===== src/rtl/pool_max2x2_stream_if.sv =====
`default_nettype none
// ============================================================================
// Module      : pool_max2x2_stream_if
// Description : Pixel-in / pooled-value-out stream bundle for the 2x2 max
//               pooling block. The master side drives pixels; the slave side
//               is the pooling engine.
// Revision    : 1.0 - initial release
// ============================================================================
interface pool_max2x2_stream_if #(
  parameter int DATA_W = 16
);
  logic              start;
  logic              clr;
  logic [DATA_W-1:0] data_in;
  logic              out_valid;
  logic [DATA_W-1:0] data_out;
  logic              frame_done;
  logic              busy;

  modport master (
    output start, clr, data_in,
    input  out_valid, data_out, frame_done, busy
  );

  modport slave (
    input  start, clr, data_in,
    output out_valid, data_out, frame_done, busy
  );
endinterface
`default_nettype wire


===== src/rtl/pool_max2x2_stream.sv =====
`default_nettype none
// ============================================================================
// Module      : pool_max2x2_stream
// Description : 2x2 stride-2 signed max pooling over a raster-order pixel
//               stream. Horizontal pair maxima of even rows are parked in a
//               half-row line buffer; odd rows combine with them to emit one
//               pooled value per window, one cycle after the closing pixel.
//               Optional macro POOL_RELU_EN clamps negative results to zero.
// Revision    : 1.0 - initial release
// ============================================================================
module pool_max2x2_stream #(
  parameter int DATA_W = 16,
  parameter int IMG_W  = 28,
  parameter int IMG_H  = 28
) (
  input  logic                 clk,
  input  logic                 rst_n,
  pool_max2x2_stream_if.slave  bus
);

  localparam int c_col_w    = (IMG_W > 2) ? $clog2(IMG_W) : 1;
  localparam int c_row_w    = (IMG_H > 2) ? $clog2(IMG_H) : 1;
  localparam int c_lb_depth = IMG_W / 2;
  localparam int c_lb_aw    = (c_lb_depth > 1) ? $clog2(c_lb_depth) : 1;
  localparam logic [c_col_w-1:0] c_col_last = c_col_w'(IMG_W - 1);
  localparam logic [c_row_w-1:0] c_row_last = c_row_w'(IMG_H - 1);

  logic [c_col_w-1:0]        r_col;
  logic [c_row_w-1:0]        r_row;
  logic signed [DATA_W-1:0]  r_h;
  logic signed [DATA_W-1:0]  r_lbuf [c_lb_depth];
  logic                      r_out_valid;
  logic [DATA_W-1:0]         r_data_out;
  logic                      r_frame_done;

  logic                      w_accept;
  logic                      w_phase;
  logic                      w_row_odd;
  logic                      w_col_last;
  logic                      w_row_last;
  logic [c_lb_aw-1:0]        w_lb_idx;
  logic signed [DATA_W-1:0]  w_din;
  logic signed [DATA_W-1:0]  w_hmax;
  logic signed [DATA_W-1:0]  w_lb_rd;
  logic signed [DATA_W-1:0]  w_pool;
  logic [DATA_W-1:0]         w_out_val;
  logic                      w_emit;
  logic                      w_lb_wr;

  // clr overrides start, so a pixel presented with clr is simply dropped
  assign w_accept   = bus.start & ~bus.clr;
  assign w_phase    = r_col[0];
  assign w_row_odd  = r_row[0];
  assign w_col_last = (r_col == c_col_last);
  assign w_row_last = (r_row == c_row_last);
  assign w_lb_idx   = c_lb_aw'(r_col >> 1);
  assign w_din      = bus.data_in;

  assign w_hmax  = (w_din > r_h) ? w_din : r_h;
  assign w_lb_rd = r_lbuf[w_lb_idx];
  assign w_pool  = (w_lb_rd > w_hmax) ? w_lb_rd : w_hmax;

`ifdef POOL_RELU_EN
  assign w_out_val = w_pool[DATA_W-1] ? '0 : w_pool;
`else
  assign w_out_val = w_pool;
`endif

  assign w_emit  = w_accept & w_phase & w_row_odd;
  assign w_lb_wr = w_accept & w_phase & ~w_row_odd;

  // Raster position counters and the even-column hold register
  always_ff @(posedge clk or negedge rst_n) begin
    if (!rst_n) begin
      r_col <= '0;
      r_row <= '0;
      r_h   <= '0;
    end else if (bus.clr) begin
      r_col <= '0;
      r_row <= '0;
      r_h   <= '0;
    end else if (bus.start) begin
      if (!w_phase) begin
        r_h <= w_din;
      end
      if (w_col_last) begin
        r_col <= '0;
        r_row <= w_row_last ? '0 : r_row + 1'b1;
      end else begin
        r_col <= r_col + 1'b1;
      end
    end
  end

  // Even rows park their pair maxima; row 0 always fills before row 1 reads
  always_ff @(posedge clk) begin
    if (w_lb_wr) begin
      r_lbuf[w_lb_idx] <= w_hmax;
    end
  end

  // Output register: one-cycle pulse, data held between pulses
  always_ff @(posedge clk or negedge rst_n) begin
    if (!rst_n) begin
      r_out_valid  <= 1'b0;
      r_data_out   <= '0;
      r_frame_done <= 1'b0;
    end else begin
      r_out_valid  <= w_emit;
      r_frame_done <= w_emit & w_col_last & w_row_last;
      if (w_emit) begin
        r_data_out <= w_out_val;
      end
    end
  end

  assign bus.out_valid  = r_out_valid;
  assign bus.data_out   = r_data_out;
  assign bus.frame_done = r_frame_done;
  assign bus.busy       = (r_col != '0) | (r_row != '0);

endmodule
`default_nettype wire


===== src/flat_wrapper.sv =====
// flat-port wrapper written by rule: the top's interface ports become plain ports
module pool_max2x2_stream_flat 
#(
  parameter int DATA_W = 16,
  parameter int IMG_W  = 28,
  parameter int IMG_H  = 28
)
  (clk, rst_n, bus_start, bus_clr, bus_data_in, bus_out_valid, bus_data_out, bus_frame_done, bus_busy);
  pool_max2x2_stream_if #(.DATA_W(DATA_W)) bus_i ();
  input  logic clk;
  input  logic rst_n;
  input wire logic [$bits(bus_i.start)-1:0] bus_start;
  input wire logic [$bits(bus_i.clr)-1:0] bus_clr;
  input wire logic [$bits(bus_i.data_in)-1:0] bus_data_in;
  output wire logic [$bits(bus_i.out_valid)-1:0] bus_out_valid;
  output wire logic [$bits(bus_i.data_out)-1:0] bus_data_out;
  output wire logic [$bits(bus_i.frame_done)-1:0] bus_frame_done;
  output wire logic [$bits(bus_i.busy)-1:0] bus_busy;
  assign bus_i.start = bus_start;
  assign bus_i.clr = bus_clr;
  assign bus_i.data_in = bus_data_in;
  assign bus_out_valid = bus_i.out_valid;
  assign bus_data_out = bus_i.data_out;
  assign bus_frame_done = bus_i.frame_done;
  assign bus_busy = bus_i.busy;
  pool_max2x2_stream #(.DATA_W(DATA_W), .IMG_W(IMG_W), .IMG_H(IMG_H)) u_core (.clk(clk), .rst_n(rst_n), .bus(bus_i));
endmodule

===== config.mk =====
export PLATFORM = sky130hd
export DESIGN_NAME = pool_max2x2_stream_flat
export DESIGN_NICKNAME = d
export VERILOG_FILES = /design/src/rtl/pool_max2x2_stream_if.sv /design/src/rtl/pool_max2x2_stream.sv /design/src/flat_wrapper.sv
export SDC_FILE = /design/constraint.sdc
export NUM_CORES = 1
export LEC_CHECK = 0
export CORE_ASPECT_RATIO = 0.6
export CORE_MARGIN = 1
export CORE_UTILIZATION = 55
export DETAILED_ROUTE_END_ITERATION = 7
export PLACE_DENSITY_LB_ADDON = 0.05
export SETUP_SLACK_MARGIN = 0.4
export SLEW_MARGIN = 40
export SYNTH_ARGS = -nofsm -noshare
export SYNTH_HDL_FRONTEND = slang
export SYNTH_SLANG_ARGS = --single-unit

===== constraint.sdc =====
create_clock -name clk -period 4.52 [get_ports clk]
set_clock_uncertainty 0.1 [all_clocks]
set_input_delay 0.904 -clock clk [delete_from_list [all_inputs] [get_ports clk]]
set_output_delay 0.904 -clock clk [all_outputs]
set_load 0.01 [all_outputs]

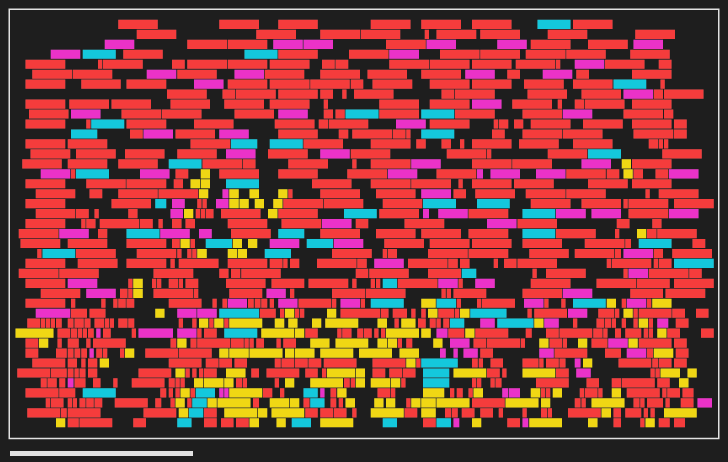
(images/sizing.png)
Scale bar: 50 µm.
| size | colour | cells | most used |
|---|---|---|---|
| x2 | magenta | 94 | mux4_2 |
| x3 and x4 | yellow | 129 | buf_4 |
| x1 and smaller | red | 648 | edfxtp_1 |
| x6 and larger | cyan | 52 | clkbuf_16 |
layout overhead on the synthesized area: 21.5%
setup ws final: 0.156 ns

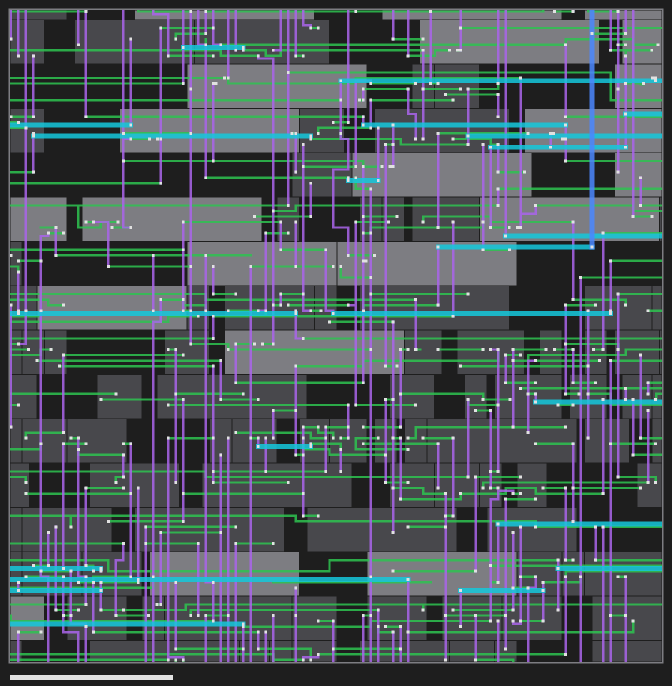
(images/closeup.png)
Scale bar: 10 µm. Region (77, 15) to (117, 55) µm. Cells in grey, sequential cells in the stronger grey; small squares are vias.
| layer | colour |
|---|---|
| M2 | purple |
| M3 | cyan |
| M1 | green |
| M4 | blue |
most frequent: buf_4 (12), edfxtp_1 (9)
netlist names of flops here include: u_core.r_lbuf (9), u_core.bus.data_out (2), u_core.r_h (2)
sequential cells in the window: 13
cells with their middle in the window: 80

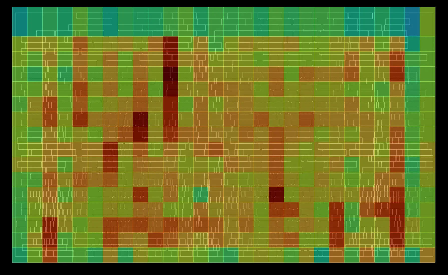
(images/congestion_map.png)
Layout Utilization: 69.0%
met2 Use GR: 40.7%
Tot GR Track Use: 25.9%
GR Util met1: 38.7%
global-route track usage on met3: 4.15%

==> results.py <==
# Metrics from the implementation run
metrics = {
    "cells_and_area": {
        "final_net_count": 963,
        "sh_comb_area_pct": 28.6,
        "n_all_inverters": 55,
        "logic_gates": 415,
        "final_area_um2": 14700,
    },
    "synthesis": {
        "synth_top_cell_by_area": "edfxtp_1",
        "async_flop_share_pct": 16.4,
        "ys_ff": 268,
        "flop_cell": "edfxtp_1",
        "ys_types": 46,
        "top_area_share_pct": 55.7,
        "ys_warn_count": 0,
    },
    "cts": {
        "cts_resized": 101,
        "cts-root-buf": "clkbuf_16",
        "numCtsBuffers": 25,
    },
    "route": {
        "antenna_left": 0,
        "met2_length_mm": 12.7,
        "totalWireLength_mm": 28.2,
    },
    "job": {
        "drv_cap": 0,
        "tool_warnings": 31,
    },
    "critical_path": {
        "worstPathRequired_ns": 4.85,
        "cp-startpoint": "bus_data_in[10]",
        "path_class": "in -> reg",
        "worstSetupStartpointType": "input pin",
        "rrSetupSlack_ns": 0.17,
        "critPathSlowestCell": "or4_4",
    },
    "place": {
        "pre_cts_slack_ns": -0.785,
    },
    "die": {
        "core-area_um2": 21300,
    },
    "pwr": {
        "p_clk_share_pct": 34.3,
        "p_leak_nw": 5.28,
        "comb_power_mw": 0.917,
    },
    "final_timing": {
        "rsz0062_at_grt": "yes",
        "hold-worst-slack_ns": 0.274,
        "fmax_mhz": 229,
    },
    "status": {
        "status": "completed",
    },
}
No activity file was given, so power comes from the tool's default toggle rates.
